<file path="src/rtl/alu_pkg.sv">
// ---------------------------------------------------------------------------
// alu_pkg
// Definitions shared by the ALU exerciser front end:
//   - fixed widths (data, control code, flags, result buffer)
//   - ALU control code constants
//   - exerciser FSM state type
//   - result buffer entry layout {result, ovf, zero, co}
// ---------------------------------------------------------------------------
package alu_pkg;

    localparam int DATA_W    = 32;
    localparam int CTR_W     = 3;
    localparam int FLAG_W    = 3;
    localparam int BUF_DEPTH = 8;
    localparam int ENTRY_W   = DATA_W + FLAG_W;

    // ALU control codes; 011, 100 and 101 select constant results
    localparam logic [CTR_W-1:0] ALU_AND    = 3'b000;
    localparam logic [CTR_W-1:0] ALU_OR     = 3'b001;
    localparam logic [CTR_W-1:0] ALU_ADD    = 3'b010;
    localparam logic [CTR_W-1:0] ALU_CONST3 = 3'b011;
    localparam logic [CTR_W-1:0] ALU_CONST4 = 3'b100;
    localparam logic [CTR_W-1:0] ALU_CONST5 = 3'b101;
    localparam logic [CTR_W-1:0] ALU_SUB    = 3'b110;
    localparam logic [CTR_W-1:0] ALU_SLT    = 3'b111;

    // First and last code visited by a sweep
    localparam logic [CTR_W-1:0] SWEEP_FIRST = ALU_AND;
    localparam logic [CTR_W-1:0] SWEEP_LAST  = ALU_SLT;

    typedef enum logic [1:0] {
        ST_IDLE  = 2'd0,
        ST_ISSUE = 2'd1,
        ST_DONE  = 2'd2
    } state_t;

    // Flag ordering used everywhere: {ovf, zero, co}
    function automatic logic [FLAG_W-1:0] pack_flags(input logic ovf,
                                                     input logic zero,
                                                     input logic co);
        return {ovf, zero, co};
    endfunction

endpackage

</file>
<file path="src/rtl/alu_result_buf.sv">
// ---------------------------------------------------------------------------
// alu_result_buf
// 8 x 35 register file holding captured ALU results and flags.
//   clk    in   system clock, rising edge
//   rst    in   asynchronous active-high clear of every entry
//   we     in   write enable
//   waddr  in   write index
//   wdata  in   entry to write {result[31:0], ovf, zero, co}
//   raddr  in   read index
//   rdata  out  entry at raddr, combinational (old value until write edge)
// ---------------------------------------------------------------------------
module alu_result_buf
    import alu_pkg::*;
(
    input  logic               clk,
    input  logic               rst,
    input  logic               we,
    input  logic [CTR_W-1:0]   waddr,
    input  logic [ENTRY_W-1:0] wdata,
    input  logic [CTR_W-1:0]   raddr,
    output logic [ENTRY_W-1:0] rdata
);

    logic [ENTRY_W-1:0] mem [BUF_DEPTH];

    always_ff @(posedge clk or posedge rst) begin
        if (rst) begin
            for (int unsigned i = 0; i < BUF_DEPTH; i++) begin
                mem[i] <= '0;
            end
        end else if (we) begin
            mem[waddr] <= wdata;
        end
    end

    assign rdata = mem[raddr];

endmodule

</file>
<file path="src/rtl/alu_exerciser.sv">
// ---------------------------------------------------------------------------
// alu_exerciser
// Initiator front end for a combinational 32-bit ALU. Loads operands from a
// data bus, issues either one control code or all eight codes on a go strobe,
// and captures every result and its flags into an 8-entry buffer.
//   clk, rst                 clock (rising edge), async active-high reset
//   din, ld_a, ld_b          operand bus and load strobes (IDLE only)
//   op, sweep, go            run request: single code op, or sweep 0..7
//   alu_a, alu_b, alu_ctr    operands and control code driven to the ALU
//   alu_res, alu_co,
//   alu_zero, alu_ovf        ALU result and flags, sampled at end of ISSUE
//   busy, done               run in progress / one-cycle end-of-run pulse
//   res, flags               last captured result and {ovf, zero, co}
//   rd_idx, rd_data,
//   rd_flags                 combinational result buffer read port
// ---------------------------------------------------------------------------
module alu_exerciser
    import alu_pkg::*;
(
    input  logic              clk,
    input  logic              rst,
    input  logic [DATA_W-1:0] din,
    input  logic              ld_a,
    input  logic              ld_b,
    input  logic [CTR_W-1:0]  op,
    input  logic              sweep,
    input  logic              go,
    output logic [DATA_W-1:0] alu_a,
    output logic [DATA_W-1:0] alu_b,
    output logic [CTR_W-1:0]  alu_ctr,
    input  logic [DATA_W-1:0] alu_res,
    input  logic              alu_co,
    input  logic              alu_zero,
    input  logic              alu_ovf,
    output logic              busy,
    output logic              done,
    output logic [DATA_W-1:0] res,
    output logic [FLAG_W-1:0] flags,
    input  logic [CTR_W-1:0]  rd_idx,
    output logic [DATA_W-1:0] rd_data,
    output logic [FLAG_W-1:0] rd_flags
);

    state_t              state;
    logic [DATA_W-1:0]   a_q;
    logic [DATA_W-1:0]   b_q;
    logic [CTR_W-1:0]    ctr_q;
    logic                mode_q;     // 1 = sweep run
    logic                busy_q;
    logic                done_q;
    logic [DATA_W-1:0]   res_q;
    logic [FLAG_W-1:0]   flags_q;

    logic [FLAG_W-1:0]   alu_flags;
    logic [ENTRY_W-1:0]  buf_rdata;

    assign alu_flags = pack_flags(alu_ovf, alu_zero, alu_co);

    // A load and a go in the same IDLE cycle both land on one edge, so the
    // first ISSUE cycle already presents the freshly loaded operand.
    always_ff @(posedge clk or posedge rst) begin
        if (rst) begin
            state   <= ST_IDLE;
            a_q     <= '0;
            b_q     <= '0;
            ctr_q   <= '0;
            mode_q  <= 1'b0;
            busy_q  <= 1'b0;
            done_q  <= 1'b0;
            res_q   <= '0;
            flags_q <= '0;
        end else begin
            case (state)
                ST_IDLE: begin
                    if (ld_a) a_q <= din;
                    if (ld_b) b_q <= din;
                    if (go) begin
                        ctr_q  <= sweep ? SWEEP_FIRST : op;
                        mode_q <= sweep;
                        busy_q <= 1'b1;
                        state  <= ST_ISSUE;
                    end
                end
                ST_ISSUE: begin
                    res_q   <= alu_res;
                    flags_q <= alu_flags;
                    if (!mode_q || ctr_q == SWEEP_LAST) begin
                        done_q <= 1'b1;
                        state  <= ST_DONE;
                    end else begin
                        ctr_q <= ctr_q + 3'd1;
                    end
                end
                ST_DONE: begin
                    done_q <= 1'b0;
                    busy_q <= 1'b0;
                    state  <= ST_IDLE;
                end
                default: begin
                    done_q <= 1'b0;
                    busy_q <= 1'b0;
                    state  <= ST_IDLE;
                end
            endcase
        end
    end

    // Every ISSUE cycle files its result under the code that produced it
    alu_result_buf u_buf (
        .clk   (clk),
        .rst   (rst),
        .we    (state == ST_ISSUE),
        .waddr (ctr_q),
        .wdata ({alu_res, alu_flags}),
        .raddr (rd_idx),
        .rdata (buf_rdata)
    );

    assign alu_a    = a_q;
    assign alu_b    = b_q;
    assign alu_ctr  = ctr_q;
    assign busy     = busy_q;
    assign done     = done_q;
    assign res      = res_q;
    assign flags    = flags_q;
    assign rd_data  = buf_rdata[ENTRY_W-1:FLAG_W];
    assign rd_flags = buf_rdata[FLAG_W-1:0];

endmodule

</file>
<file path="config.mk">
export PLATFORM = sky130hd
export DESIGN_NAME = alu_exerciser
export DESIGN_NICKNAME = d
export VERILOG_FILES = /design/src/rtl/alu_pkg.sv /design/src/rtl/alu_result_buf.sv /design/src/rtl/alu_exerciser.sv
export SDC_FILE = /design/constraint.sdc
export NUM_CORES = 1
export LEC_CHECK = 0
export ABC_AREA = 1
export CORE_ASPECT_RATIO = 0.7
export CORE_UTILIZATION = 40
export DETAILED_ROUTE_END_ITERATION = 8
export HOLD_SLACK_MARGIN = 0.08
export PLACE_DENSITY = 0.72
export SKIP_CTS_REPAIR_TIMING = 1
export SYNTH_ARGS = -nofsm -noshare
export SYNTH_HDL_FRONTEND = slang
export SYNTH_SLANG_ARGS = --single-unit
</file>
<file path="constraint.sdc">
create_clock -name clk -period 29.1 [get_ports clk]
set_input_delay 5.82 -clock clk [delete_from_list [all_inputs] [get_ports clk]]
set_output_delay 5.82 -clock clk [all_outputs]
set_load 0.005 [all_outputs]
</file>
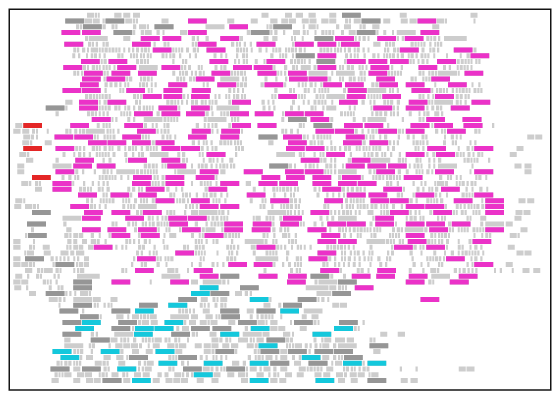
flops_by_reg.png
Cyan marks `alu_a`, placed flops 32. Red marks `flags`, placed flops 3. Magenta marks `u_buf.mem`, placed flops 280.
Another 72 sequential cells are not colored.
fin util: 49.3%
register area: 9680 um^2

==> Slide: Implementation Results <==
Key Metrics from the Run

Power and ir drop
  – Power in sequential cells: between 0.9 and 1 mW
  – Comb power frac: 33.1%
  – Sw frac: about a third
  – Largest Pwr Group: registers
  – Clk. pwr: 0.553 mW
  – Clock Power Share: around a quarter
  – Max VDD drop: 0.0444 mV
  – P_leak: 11.6 nW
  – Flop pwr share: ~42%
  – Int Pwr: ~1.5 mW
  – Overall power: around 2.2 mW
  – Combinational gate power: approximately 0.75 mW

Final timing
  – Final min period: around 14000 ps
  – Final tally of hold violations: 0
  – Max Slew Vio Count: 0
  – Final setup fails: 0
  – Fmax: 0.0691 GHz
  – Final worst path period share: 49.7%
  – Fin Setup TNS: 0 ps
  – Skew final: 24.2 ps
  – Worst-Margin Slew: around 1100 ps
  – RSZ-0062 raised after global routing: no
  – Slew headroom: roughly a quarter

Detailed routing
  – DRT iter0 DRCs: 1521
  – ANT nets after route: 0
  – Via/cell ratio: a little under 5
  – Drt drc: 0
  – DR pass1 iterations: 8

Synthesis
  – Mapped Cells: roughly 2.3k
  – Most frequent cells after synthesis: nand2_1 (855), dfrtp_1 (387), o21ai_0 (363)
  – Adder Share, Synth: less than 1%
  – Cell type with the largest total area: dfrtp_1
  – Seq/Total Area, Yosys: between 50 and 60%
  – And+or+nand+nor area frac: between 20 and 25%
  – Synth Warn #: 0
  – Yosys aoi share: 10.8%
  – Syn Area/Cell: 7.75 um^2
  – Count leader, synth: nand2_1
  – Floorplan Nets: between 2k and 2.5k
  – XOR/XNOR Fraction of Synth Area: 0%
  – Synth flops: between 300 and 400
  – Top-area cell share: about 55%
  – Yosys stat area: around 18000 um^2
  – Main logic family after synthesis: simple AND/OR/NAND/NOR gates
  – Post-synth mux share: 0%
  – Yosys cell types: 18
  – Ys cells: around 2.3k
  – Synthesized cell area: between 15000 and 20000 um^2
  – Synth Flop Type: dfrtp_1
  – Flip-flops with a built-in enable: 0
  – Post-synth area hogs: dfrtp_1 (55%), nand2_1 (18%), o21ai_0 (10%)

Clock network
  – Root buffer cell: clkbuf_16
  – CTS tree: yes
  – Longest Clk Path Bufs: 3
  – Worst-Skew Late Latency: around 560 ps
  – Clock-pin slew on the worst setup and hold paths: approximately 60 ps
  – Htree depth: 2
  – Clk sink count: 387

Outcome
  – Outcome: finished, final reports clean

Final layout
  – Largest register by flop count: u_buf.mem
  – Largest register FFs: 280
  – Most frequent logic cell in the layout: nand2_1
  – Antenna cell count: 1
  – Logic area: around 6000 um^2
  – Layout cell share with drive strength beyond 1: 4.55%
  – Fin area: ~22000 um^2
  – Signal buffers: 233
  – Layout fillers: a little over 4k
  – Flops: a little under 400
  – NonClk Buf Share: 10.7%
  – Layout area overhead: 21.7%
  – Clk cell area share: about 6.6%
  – Most common logic cells in the final layout: nand2_1 (855), dfrtp_1 (387), o21ai_0 (363)
  – Flop share of the area: between 40% and 50%
  – Combinational share of cell area: between 20 and 30%
  – Largest cell class by area: sequential cells
  – Count of non-CTS inverters in the layout: between 300 and 400
  – Non-Filler Instances: ~3.1k
  – Clock buf count: 50
  – Post-layout nets: about 2.5k
  – Multi-input gates: around 1.4k

Min path
  – Worst Hold Class: reg -> reg
  – WHS Path Cells: 2
  – Startpoint of the worst hold path: alu_b[26]
  – Hold Path Sink: alu_b[26]

Placement
  – Cell count after placement: ~3.0k
  – Placed instance area: 20100 um^2
  – I/O Buffers: ~220
  – Hpwl dp: 26.9 mm
  – Placer congestion estimate: between 0.7 and 0.8

Global routing
  – Vias in the first global route: 14.2k
  – Initial antenna violation count: 0
  – Grt ovf: 0
  – Largest net degree at the start of global routing: between 150 and 200
  – First-pass GRT wire length: ~77 mm

Critical path
  – Critical Path, Cell by Cell: buf_4 -> inv_4 -> buf_4 -> nand2_1 -> nand3_1 -> nand2_1 -> nand2_1 -> nand2_1 -> clkdlybuf4s50_1
  – Startpoint Class: input pin
  – Data required time at the worst endpoint: roughly 23000 ps
  – Setup Crit Path Kind: in -> out
  – Crit path capture: rd_data[26]
  – Critical path depth in cells: 9
  – Reg2Reg Depth: 6
  – Largest delay contributor family on the critical path: buffers and inverters
  – CP most frequent cell: nand2_1
  – Slowest cell on the critical path: buf_4
  – Worst path max stage delay: about 900 ps
  – R2R Path End: u_buf.mem[192]
  – Reg2reg setup slack: 26800 ps
  – Critical R2R Launch: state[1]
  – Data arrival at the endpoint of the critical path: 8650 ps
  – Maximum fanout along the worst path: a little under 100
  – Critical Path Source: rd_idx[0]
  – CP Capture Type: output pin

Floorplan
  – Die ar.: 45000 um^2
  – Floorplan utilization: between 40% and 50%
  – I/O Pins: between 200 and 250
  – Die x size: 253 um
  – Std-Cell Rows: 64
  – Chip Height: between 150 and 200 um
  – TAP cells: between 500 and 600
  – Core ar.: 43600 um^2

Job
  – Max Cap Viol: 0
  – Log Warnings: 32
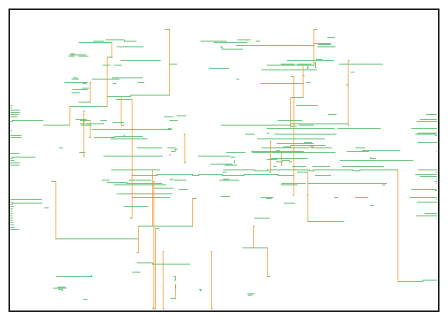
wires.png
Two of the layers only.
Orange marks metal 4, wire length 854 um. Green marks metal 3, wire length 2640 um.
WL per Instance: 15.5 um
via count: 14.9k
global-route usage over all layers: 21.4%
routed wire length: 47.3 mm

-- metrics by stage --
stage          setup WS (ps)  hold slack, ps
5_1_grt                14480             494
4_1_cts                14670             487
3_5_place_dp           14680             472
3_3_place_gp           14750             465
2_1_floorplan          12520             453
6_report               14630             480
-- layer usage --
| metal | track usage, % | wire length, um | vias to the layer above |
|---|---|---|---|
| met4 | 5.63 | 854 | 0 |
| met3 | 3.05 | 2640 | 71 |
| met1 | 30.6 | 22400 | 7130 |
| met2 | 34.0 | 21400 | 429 |
| met5 | 0 | 0 | - |
| li1 | - | - | 7257 |
No activity file was given, so power comes from the tool's default toggle rates.
